<file path="config.mk">
export PLATFORM = sky130hd
export DESIGN_NAME = wb_cmd_master
export DESIGN_NICKNAME = d
export VERILOG_FILES = /design/src/rtl/wb_cmd_master.sv
export SDC_FILE = /design/constraint.sdc
export NUM_CORES = 1
export LEC_CHECK = 0
export ABC_AREA = 1
export CAP_MARGIN = 10
export CORE_UTILIZATION = 42
export DETAILED_ROUTE_END_ITERATION = 16
export PLACE_DENSITY = 0.79
export SYNTH_ARGS = -nofsm -noshare
export SYNTH_HDL_FRONTEND = slang
export SYNTH_SLANG_ARGS = --single-unit
export TNS_END_PERCENT = 20
</file>
<file path="constraint.sdc">
create_clock -name wb_clk_i -period 3.9 [get_ports wb_clk_i]
set_input_delay 0.39 -clock wb_clk_i [delete_from_list [all_inputs] [get_ports wb_clk_i]]
set_output_delay 0.39 -clock wb_clk_i [all_outputs]
set_load 0.02 [all_outputs]
</file>
<file path="src/rtl/wb_cmd_master.sv">
// Wishbone classic initiator driven by a valid/ready command port.
// Runs one bus cycle per command and returns data or a timeout error.
module wb_cmd_master #(
   parameter int AW      = 32,
   parameter int DW      = 32,
   parameter int TIMEOUT = 255
) (
   input  logic            wb_clk_i,
   input  logic            wb_rst_i,
   input  logic            cmd_valid,
   output logic            cmd_ready,
   input  logic            cmd_we,
   input  logic [AW-1:0]   cmd_adr,
   input  logic [DW-1:0]   cmd_dat,
   input  logic [DW/8-1:0] cmd_sel,
   output logic            rsp_valid,
   input  logic            rsp_ready,
   output logic [DW-1:0]   rsp_dat,
   output logic            rsp_err,
   output logic            busy,
   output logic            wbm_cyc_o,
   output logic            wbm_stb_o,
   output logic            wbm_we_o,
   output logic [AW-1:0]   wbm_adr_o,
   output logic [DW-1:0]   wbm_dat_o,
   output logic [DW/8-1:0] wbm_sel_o,
   input  logic [DW-1:0]   wbm_dat_i,
   input  logic            wbm_ack_i
);

   localparam int CW = $clog2(TIMEOUT + 1);
   localparam logic [CW-1:0] LAST = CW'(TIMEOUT - 1);

   typedef enum logic [1:0] {
      IDLE,
      BUS,
      RESP
   } state_t;

   state_t        state;
   logic [CW-1:0] cnt;

   // Command FSM: every output is a register updated here
   always_ff @(posedge wb_clk_i or posedge wb_rst_i) begin
      if (wb_rst_i) begin
         state     <= IDLE;
         cnt       <= '0;
         cmd_ready <= 1'b1;
         rsp_valid <= 1'b0;
         rsp_dat   <= '0;
         rsp_err   <= 1'b0;
         busy      <= 1'b0;
         wbm_cyc_o <= 1'b0;
         wbm_stb_o <= 1'b0;
         wbm_we_o  <= 1'b0;
         wbm_adr_o <= '0;
         wbm_dat_o <= '0;
         wbm_sel_o <= '0;
      end else begin
         unique case (state)
            IDLE: begin
               if (cmd_valid && cmd_ready) begin
                  wbm_we_o  <= cmd_we;
                  wbm_adr_o <= cmd_adr;
                  wbm_dat_o <= cmd_dat;
                  wbm_sel_o <= cmd_sel;
                  wbm_cyc_o <= 1'b1;
                  wbm_stb_o <= 1'b1;
                  cmd_ready <= 1'b0;
                  busy      <= 1'b1;
                  cnt       <= '0;
                  state     <= BUS;
               end
            end
            BUS: begin
               // ack wins over the timeout in the last permitted cycle
               if (wbm_ack_i) begin
                  wbm_cyc_o <= 1'b0;
                  wbm_stb_o <= 1'b0;
                  rsp_valid <= 1'b1;
                  rsp_dat   <= wbm_we_o ? '0 : wbm_dat_i;
                  rsp_err   <= 1'b0;
                  state     <= RESP;
               end else if (cnt == LAST) begin
                  wbm_cyc_o <= 1'b0;
                  wbm_stb_o <= 1'b0;
                  rsp_valid <= 1'b1;
                  rsp_dat   <= '0;
                  rsp_err   <= 1'b1;
                  state     <= RESP;
               end else begin
                  cnt <= cnt + 1'b1;
               end
            end
            RESP: begin
               if (rsp_ready) begin
                  rsp_valid <= 1'b0;
                  rsp_dat   <= '0;
                  rsp_err   <= 1'b0;
                  cmd_ready <= 1'b1;
                  busy      <= 1'b0;
                  state     <= IDLE;
               end
            end
            default: begin
               state <= IDLE;
            end
         endcase
      end
   end

endmodule

</file>
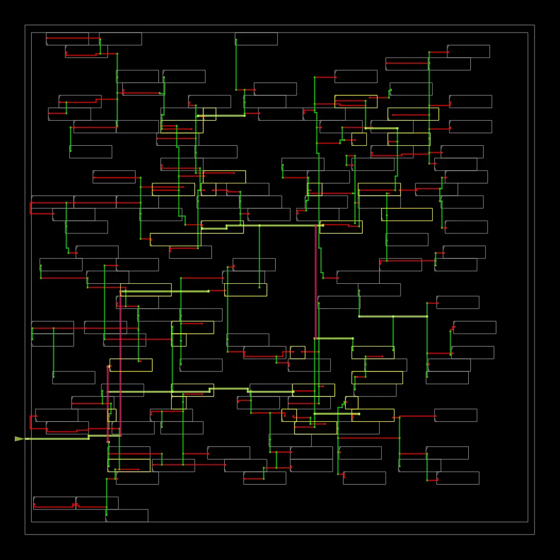
(clock routing)
clock sink count: 116
sequential cell count of the final layout: 116
total CTS buffers: 17
clock buffer count in the final layout: 17

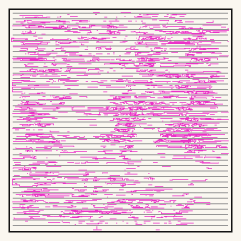
(signal wires on met1)
Scale: 2 px per µm. Supply wires on this layer in grey.
The layer holds 41% of the routed length. The longest straight run is 28.5 µm.

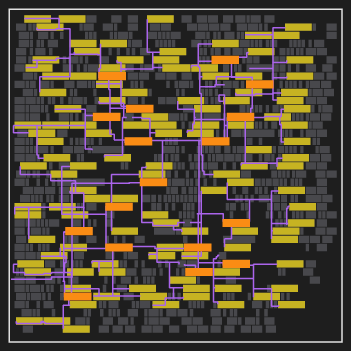
(clock network drawn from the DEF)
Scale: 3 px per µm.
Key: purple = clock wires [length 1510 µm]; orange = cells driving clock nets [count 17]; yellow = flip-flops [count 116]
There are 18 routed clock nets. Position of the flops: all over the die.

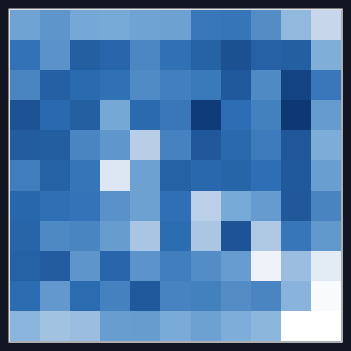
(local utilization)
Scale: 3 px per µm. 11 x 11 tiles, from white (low) to dark blue (high), 0 to 100% covered.
32% of the tiles are over 75% full. 1.7% of the tiles are nearly empty. The mean over all tiles is 63%. The emptiest ninth of the die: bottom right.

==> out/highlights.md <==
• FF-to-FF Start: cnt[0]$_DFFE_PP0P_
• Synthesis Warnings: 0
• Floorplan Nets: 717
• syn avg cell area: 8.11 µm²
• placed wire-length estimate after detailed placement: 9.20 mm
• run status: complete, no violations
• RePlAce Congestion: 0.830
• first-pass GRT wire length: 22.4 mm
• via count: 4687
• fraction of the core area covered by cells at the end of the flow: 68.5%
• Worst path max stage delay: 0.71 ns
• number of max-capacitance violations reported: 0
• worst reg2reg path endpoint: rsp_dat[22]$_DFFE_PP0P_
• worst setup path startpoint: cnt[0]$_DFFE_PP0P_
• post-synthesis instance area: 4940 µm²
• number of I/O port buffers: 212
• global routing's busiest layer: met2
• Final Skew: 0.00933 ns
• worst-skew pair later-pin latency: 0.41 ns
• total number of nets in the final design: 921
• instance area after placement: 7150 µm²
• Setup crit start kind: flip-flop
• count of instantiated cells in the yosys netlist: 609
• crit path cell chain: inv_1, ha_1, nand2_1, nor2_1, nand3_2, nand3_2, nand2_1, nand2_1
• total design power: 6.16 mW
• register bit count reported by yosys: 116
• worst min-delay path class: reg -> reg
• global route total overflow: 0
• io pins: 213
• worst path bufs/invs: 1
• Post-synth EDFFs: 0
• Via-to-Cell Ratio: 4.84
• gate count after technology mapping: 609
• power density normalized to cell area: 788 nW/µm²
• portion of the post-synthesis area used by sequential elements: 58.8%
• Least-Margin Pin Slew: 0.913 ns
• Residual DRC: 0
• Final Max-Slew Violation Tally: 0
synth_stat cells, drive strengths merged, types with 2 or more instances:
master | number | share of area (%)
nand2 | 312 | 24
nor2 | 43 | 3.3
nand3 | 12 | 1.4
buf | 10 | 1.2
nand4 | 35 | 4.4
dfrtp | 115 | 58
o21ai | 5 | 0.51
ha | 2 | 0.51
clkbuf | 22 | 1.7
inv | 46 | 3.5
state kept, by name, summed over array words and instances (netlist names):
register / cells
rsp_dat: 32
wbm_adr_o: 32
wbm_dat_o: 32
cnt: 8
wbm_sel_o: 4
state: 2
busy: 1
cmd_ready: 1
rsp_err: 1
rsp_valid: 1
wbm_stb_o: 1
wbm_we_o: 1
report_power, final:
group	total [mW]	leakage, nW	switching (mW)	internal, mW
registers	1.95	1.49	0.279	1.67
clock network	1.71	0.314	0.570	1.14
logic	2.51	2.16	1.41	1.10
total	6.16	3.96	2.26	3.91
layout make-up:
class	count	area [µm²]	area share [%]
Sequential cell	116	2900	37.1
Inverter	46	175	2.24
Clock inverter	15	231	2.96
Tap cell	143	179	2.29
Clock buffer	17	425	5.44
Timing Repair Buffer	217	2180	27.9
Multi-Input combinational cell	415	1730	22.1
logic make-up (layout without fill, tap and decap cells):
kind of cell	after synthesis	after routing	share of synthesized area, %
adders and majority gates	2	2	0.507
xor gates and xnor gates	1	1	0.177
AOI/OAI and AO/OA	6	6	0.659
DFF	116	116	58.8
buffers and inverters	78	295	6.36
and+or+nand+nor	406	406	33.5
cell usage in the layout, fill, tap and decap left out, drive strengths merged, types with 2 or more instances in the layout:
master,instances
buf,5
ha,2
bufinv,5
inv,47
dfrtp,115
nand3,12
clkinv,7
nand2,312
clkbuf,17
o21ai,5
nand4,35
clkdlybuf4s50,212
clkinvlp,2
nor2,43
Power is estimated from default activity; no workload was simulated.
